Fig. 1: run 1, supply network
Pins as bars on the die edge.
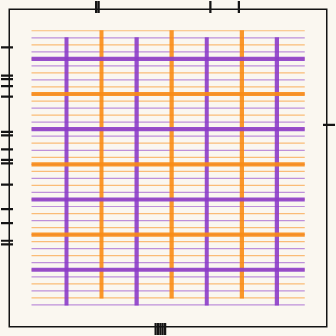
Fig. 2: run 1, placed cells, one color a class
Scale bar: 20 um.
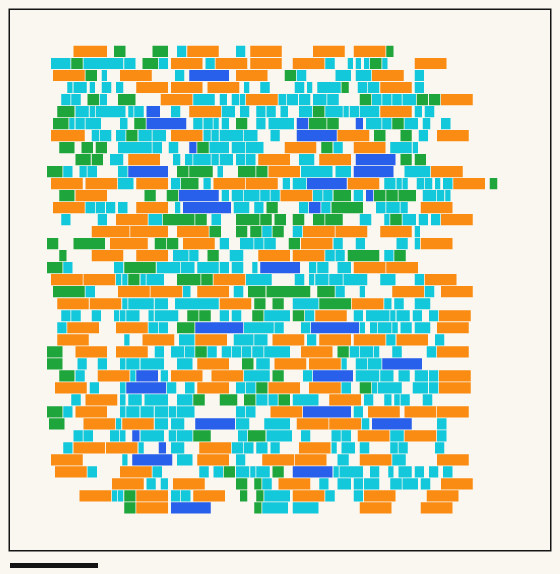
Fig. 3: run 1, clock network drawn from the DEF
Scale bar: 20 um.
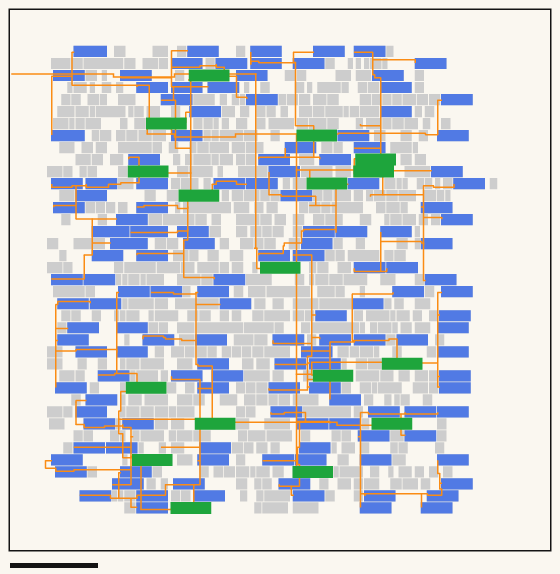
[src/rtl/var_delay_line.sv]
// var_delay_line: run-time programmable delay line for a DATA_W-bit stream
// with a valid qualifier. A fixed-depth shift register always holds the last
// MAX_DELAY input slots. A combinational tap mux picks the slot matching the
// clamped, registered delay. When the delay changes, a settle counter masks
// the output valid for D_new cycles so that downstream logic never sees a
// sample taken across the delay change.
module var_delay_line #(
  parameter int DATA_W    = 8,
  parameter int MAX_DELAY = 15,
  parameter int DELAY_W   = $clog2(MAX_DELAY + 1)
) (
  input  logic               clk_i,
  input  logic               srst_i,
  input  logic [DATA_W-1:0]  data_i,
  input  logic               data_val_i,
  input  logic [DELAY_W-1:0] delay_i,
  output logic [DATA_W-1:0]  data_o,
  output logic               data_val_o,
  output logic               settle_o
);

  localparam logic [DELAY_W-1:0] D_MIN = DELAY_W'(1);
  localparam logic [DELAY_W-1:0] D_MAX = DELAY_W'(MAX_DELAY);

  // Saturate a requested delay into the range of taps that physically exist.
  // Zero maps to one because the registered path has one cycle of latency.
  function automatic logic [DELAY_W-1:0] clamp_delay(input logic [DELAY_W-1:0] d);
    if (d == '0) begin
      return D_MIN;
    end else if (d > D_MAX) begin
      return D_MAX;
    end else begin
      return d;
    end
  endfunction

  logic [DELAY_W-1:0] delay_q;
  logic [DELAY_W-1:0] settle_cnt;
  logic [DELAY_W-1:0] tap_sel;

  logic [DATA_W-1:0]    data_sr [MAX_DELAY];
  logic [MAX_DELAY-1:0] vld_sr;

  logic [DATA_W-1:0] tap_data;
  logic              tap_vld;

  // Delay register and settle counter. A change reloads the counter from the
  // newest clamped delay. An unchanged delay only lets the counter run down.
  always_ff @(posedge clk_i) begin
    if (srst_i) begin
      delay_q    <= '0;
      settle_cnt <= '0;
    end else if (delay_i != delay_q) begin
      delay_q    <= delay_i;
      settle_cnt <= clamp_delay(delay_i);
    end else if (settle_cnt != '0) begin
      settle_cnt <= settle_cnt - D_MIN;
    end
  end

  // Sample storage: shifts every cycle, including invalid slots, so that
  // valid gaps reach the output unchanged. Reset flushes in-flight samples.
  always_ff @(posedge clk_i) begin
    if (srst_i) begin
      for (int k = 0; k < MAX_DELAY; k++) begin
        data_sr[k] <= '0;
        vld_sr[k]  <= 1'b0;
      end
    end else begin
      data_sr[0] <= data_i;
      vld_sr[0]  <= data_val_i;
      for (int k = 1; k < MAX_DELAY; k++) begin
        data_sr[k] <= data_sr[k-1];
        vld_sr[k]  <= vld_sr[k-1];
      end
    end
  end

  // Output stage boundary: the tap index comes from delay_q only, so the
  // mux is driven purely from flops (no data_i -> data_o path).
  assign tap_sel = clamp_delay(delay_q) - D_MIN;

  // Tap mux: select the slot that holds the sample taken D cycles ago.
  always_comb begin
    tap_data = '0;
    tap_vld  = 1'b0;
    for (int k = 0; k < MAX_DELAY; k++) begin
      if (tap_sel == DELAY_W'(k)) begin
        tap_data = data_sr[k];
        tap_vld  = vld_sr[k];
      end
    end
  end

  assign settle_o   = (settle_cnt != '0);
  assign data_o     = tap_data;
  assign data_val_o = tap_vld & ~settle_o;

endmodule
[config.mk]
export PLATFORM = sky130hd
export DESIGN_NAME = var_delay_line
export DESIGN_NICKNAME = d
export VERILOG_FILES = /design/src/rtl/var_delay_line.sv
export SDC_FILE = /design/constraint.sdc
export NUM_CORES = 1
export LEC_CHECK = 0
export CORE_MARGIN = 8
export CORE_UTILIZATION = 50
export CTS_CLUSTER_DIAMETER = 120
export DETAILED_ROUTE_END_ITERATION = 6
export PLACE_DENSITY_LB_ADDON = 0.15
export SYNTH_ARGS = -nofsm -noshare
export SYNTH_HDL_FRONTEND = slang
export SYNTH_SLANG_ARGS = --single-unit
[constraint.sdc]
create_clock -name clk_i -period 2.2 [get_ports clk_i]
set_clock_uncertainty 0.15 [all_clocks]
set_input_delay 0.55 -clock clk_i [delete_from_list [all_inputs] [get_ports clk_i]]
set_output_delay 0.55 -clock clk_i [all_outputs]
set_load 0.01 [all_outputs]
==> impl_metrics.py, run 1 <==
# Physical implementation metrics
metrics = {
    "status": {
        "outcome": "finished, violations left",
        "violations": "setup timing",
    },
    "yosys": {
        "ys_ff": 143,
        "most_common_cell": "dfxtp_1",
        "syn_nets": 599,
    },
    "drt": {
        "vias": 4388,
        "met2_length_um": 6320,
    },
    "final_layout": {
        "stdcell_count": 824,
        "comb_area_mm2": 0.00285,
        "flop-count": 143,
        "flop_area_mm2": 0.00288,
        "dominant-cell-class": "registers",
    },
    "cts": {
        "cts_root_buffer": "clkbuf_16",
        "clock_latency_ns": 0.41,
        "cts_tree": "built",
    },
    "global_routing": {
        "use_met3": 0.0469,
        "grt.busiest_layer": "met2",
        "grt_pass1_wl_um": 22000,
    },
    "flow_run": {
        "maxCapViolations": 0,
    },
    "placed_design": {
        "post-place-ws_ns": -0.745,
        "place_congestion": 0.793,
        "placed_area_mm2": 0.00651,
    },
    "floorplan": {
        "tap_cells": 143,
        "die_x_um": 122,
    },
    "timing": {
        "hold_viol": 0,
        "timing.final.ws_setup_ns": -0.683,
        "finalSetupViolCount": 9,
        "rsz0062_at_grt": "yes",
        "drv_slew": 0,
    },
    "power_and_ir_drop": {
        "pg_clk_mw": 2.96,
        "comb-power_uw": 622,
    },
    "worst_setup_path": {
        "worstSetupPathType": "reg2out",
    },
    "hold_path": {
        "worstHoldStart": "data_sr[0][17]",
    },
}
-- Fig. 1 (at the start) --
Orange shows VDD. Purple shows VSS.
40 met1 rails follow the rows. 25 signal pins sit on the boundary. 7 straps on met5. 7 straps on met4.

-- Fig. 2 (at the start) --
Orange shows registers, cells 143, share of their area 39%. Blue shows clock drivers and dummy loads, cells 30, share of their area 8.2%. Cyan shows remaining logic cells, cells 393, share of their area 39%. Green shows remaining buffers and delay cells, cells 115, share of their area 14%.

-- Fig. 3 (at the start) --
Green shows clock-net drivers, count 17. Orange shows clock wires, length 1630 um. Blue shows flip-flops, count 143.
There are 18 routed clock nets. Position of the flops: all over the die.

## Run 2: what changed since run 1
--- a/config.mk
+++ b/config.mk
@@ -5,7 +5,6 @@
 export SDC_FILE = /design/constraint.sdc
 export NUM_CORES = 1
 export LEC_CHECK = 0
-export CORE_MARGIN = 8
 export CORE_UTILIZATION = 50
 export CTS_CLUSTER_DIAMETER = 120
 export DETAILED_ROUTE_END_ITERATION = 6
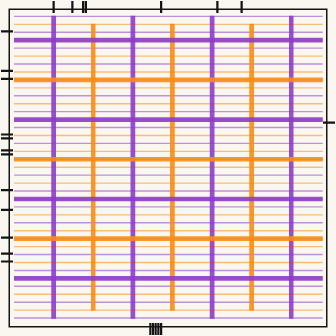
Fig. 4. Supply network (run 2).
Pins as bars on the die edge.
Purple shows VSS. Orange shows VDD.
7 straps on met5. 7 straps on met4. 39 met1 rails follow the rows. 25 signal pins sit on the boundary. The core has 38 rows.

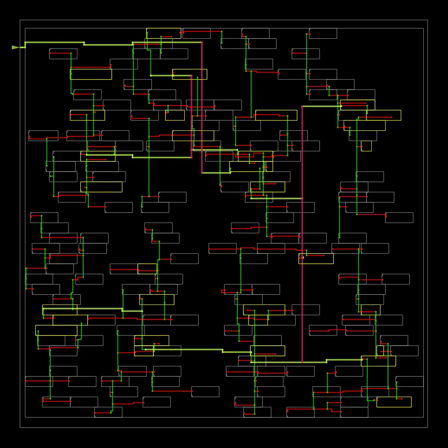
Fig. 5. Clock nets (run 2).
clock network power: 3.45 mW
# clk buffers: 22
Latency at later pin: 0.42 ns
TritonCTS Buffers: 17

==> run 2 against run 1 <==
  * The flow still finishes with violations (setup timing)
  * Area after synthesis is the same
  * Final cell count unchanged
  * Sequential share of layout area fell by 0.66 points
  * Critical path type unchanged
  * Critical endpoint is now data_o[4]
  * Largest power group unchanged
==> impl_metrics.py, run 2 <==
# Physical implementation metrics
metrics = {
    "status": {
        "outcome": "finished, violations left",
        "violations": "setup timing",
    },
    "worst_setup_path": {
        "worstSetupPathType": "reg2out",
        "cp.depth": 7,
    },
    "final_layout": {
        "comb_area_mm2": 0.00287,
        "flop-count": 143,
        "stdcell_count": 824,
        "dominant-cell-class": "registers",
        "flop_area_mm2": 0.00288,
    },
    "timing": {
        "finalSetupViolCount": 9,
        "timing.final.ws_setup_ns": -0.652,
        "hold_viol": 0,
        "rsz0062_at_grt": "yes",
    },
    "placed_design": {
        "post-place-ws_ns": -0.667,
        "place_congestion": 0.810,
    },
    "floorplan": {
        "tap_cells": 140,
        "die_x_um": 108,
    },
    "yosys": {
        "syn_nets": 599,
        "ys_ff": 143,
        "most_common_cell": "dfxtp_1",
        "ys_cells": 582,
    },
    "drt": {
        "met3_length_um": 405,
        "vias": 4385,
        "met2_length_um": 6280,
    },
    "global_routing": {
        "grt.busiest_layer": "met2",
        "grt_pass1_wl_um": 21400,
    },
    "cts": {
        "cts_tree": "built",
    },
    "power_and_ir_drop": {
        "comb-power_uw": 638,
    },
    "hold_path": {
        "worstHoldStart": "data_sr[0][20]",
    },
}
## Run 3: what changed since run 2
--- a/config.mk
+++ b/config.mk
@@ -8,7 +8,7 @@
 export CORE_UTILIZATION = 50
 export CTS_CLUSTER_DIAMETER = 120
 export DETAILED_ROUTE_END_ITERATION = 6
-export PLACE_DENSITY_LB_ADDON = 0.15
+export PLACE_DENSITY = 0.65
 export SYNTH_ARGS = -nofsm -noshare
 export SYNTH_HDL_FRONTEND = slang
 export SYNTH_SLANG_ARGS = --single-unit
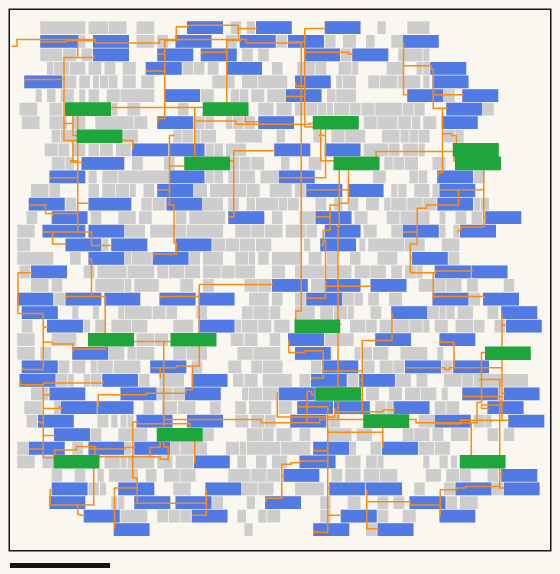
Fig. 6. Clock network drawn from the DEF (run 3).
Scale bar: 20 um.
Blue shows flip-flops, count 143. Green shows clock-net drivers, count 17. Orange shows clock wires, length 1660 um.
There are 18 routed clock nets.

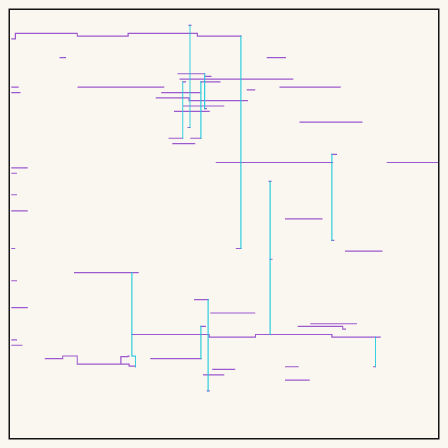
Fig. 7. Routed metal, one color a layer (run 3).
Only two layers are drawn.
Cyan shows M4, wire length 241 um. Purple shows M3, wire length 499 um.

==> run 3 against run 2 <==
  * The flow still finishes with violations (setup timing)
  * Final area fell by 4.1%
  * Core utilization is 2.9 points lower
  * Setup slack better by 0.020 ns
  * Critical endpoint unchanged
  * Largest power group is now sequential cells
  * Highest routed layer unchanged
==> impl_metrics.py, run 3 <==
# Physical implementation metrics
metrics = {
    "status": {
        "violations": "setup timing",
        "outcome": "finished, violations left",
    },
    "timing": {
        "finalSetupTns_ns": -5.32,
        "rsz0062_at_grt": "yes",
        "timing.final.ws_setup_ns": -0.632,
        "finalSetupViolCount": 9,
        "hold_viol": 0,
        "drv_slew": 0,
    },
    "final_layout": {
        "flop_area_mm2": 0.00288,
        "clock_buffers": 23,
        "clk_share": 0.0725,
        "comb_area_mm2": 0.00285,
        "dominant-cell-class": "registers",
        "flop-count": 143,
        "stdcell_count": 812,
    },
    "worst_setup_path": {
        "worstSetupPathType": "reg2out",
        "cp.depth": 7,
        "crit_path_max_incr_delay_ns": 0.41,
    },
    "cts": {
        "path_clk_slew_ns": 0.05,
        "cts_tree": "built",
        "numCtsBuffers": 17,
        "clock_latency_ns": 0.41,
        "cts_root_buffer": "clkbuf_16",
    },
    "yosys": {
        "ys_ff": 143,
        "most_common_cell": "dfxtp_1",
        "mux_share": 0.0319,
        "syn_nets": 599,
        "ys_cells": 582,
    },
    "drt": {
        "vias": 4353,
        "wl_um": 12800,
        "met2_length_um": 5920,
        "met3_length_um": 498,
    },
    "placed_design": {
        "post-place-ws_ns": -0.729,
        "place_congestion": 0.831,
        "placed_area_mm2": 0.00639,
    },
    "power_and_ir_drop": {
        "pg_clk_mw": 2.63,
        "comb-power_uw": 606,
    },
    "flow_run": {
        "warnings": 32,
        "maxCapViolations": 0,
    },
    "global_routing": {
        "grt.busiest_layer": "met2",
        "grt_pass1_wl_um": 20900,
    },
    "hold_path": {
        "worstHoldStart": "data_sr[0][19]",
    },
    "floorplan": {
        "tap_cells": 140,
    },
}
Power and IR drop assume default switching activity.
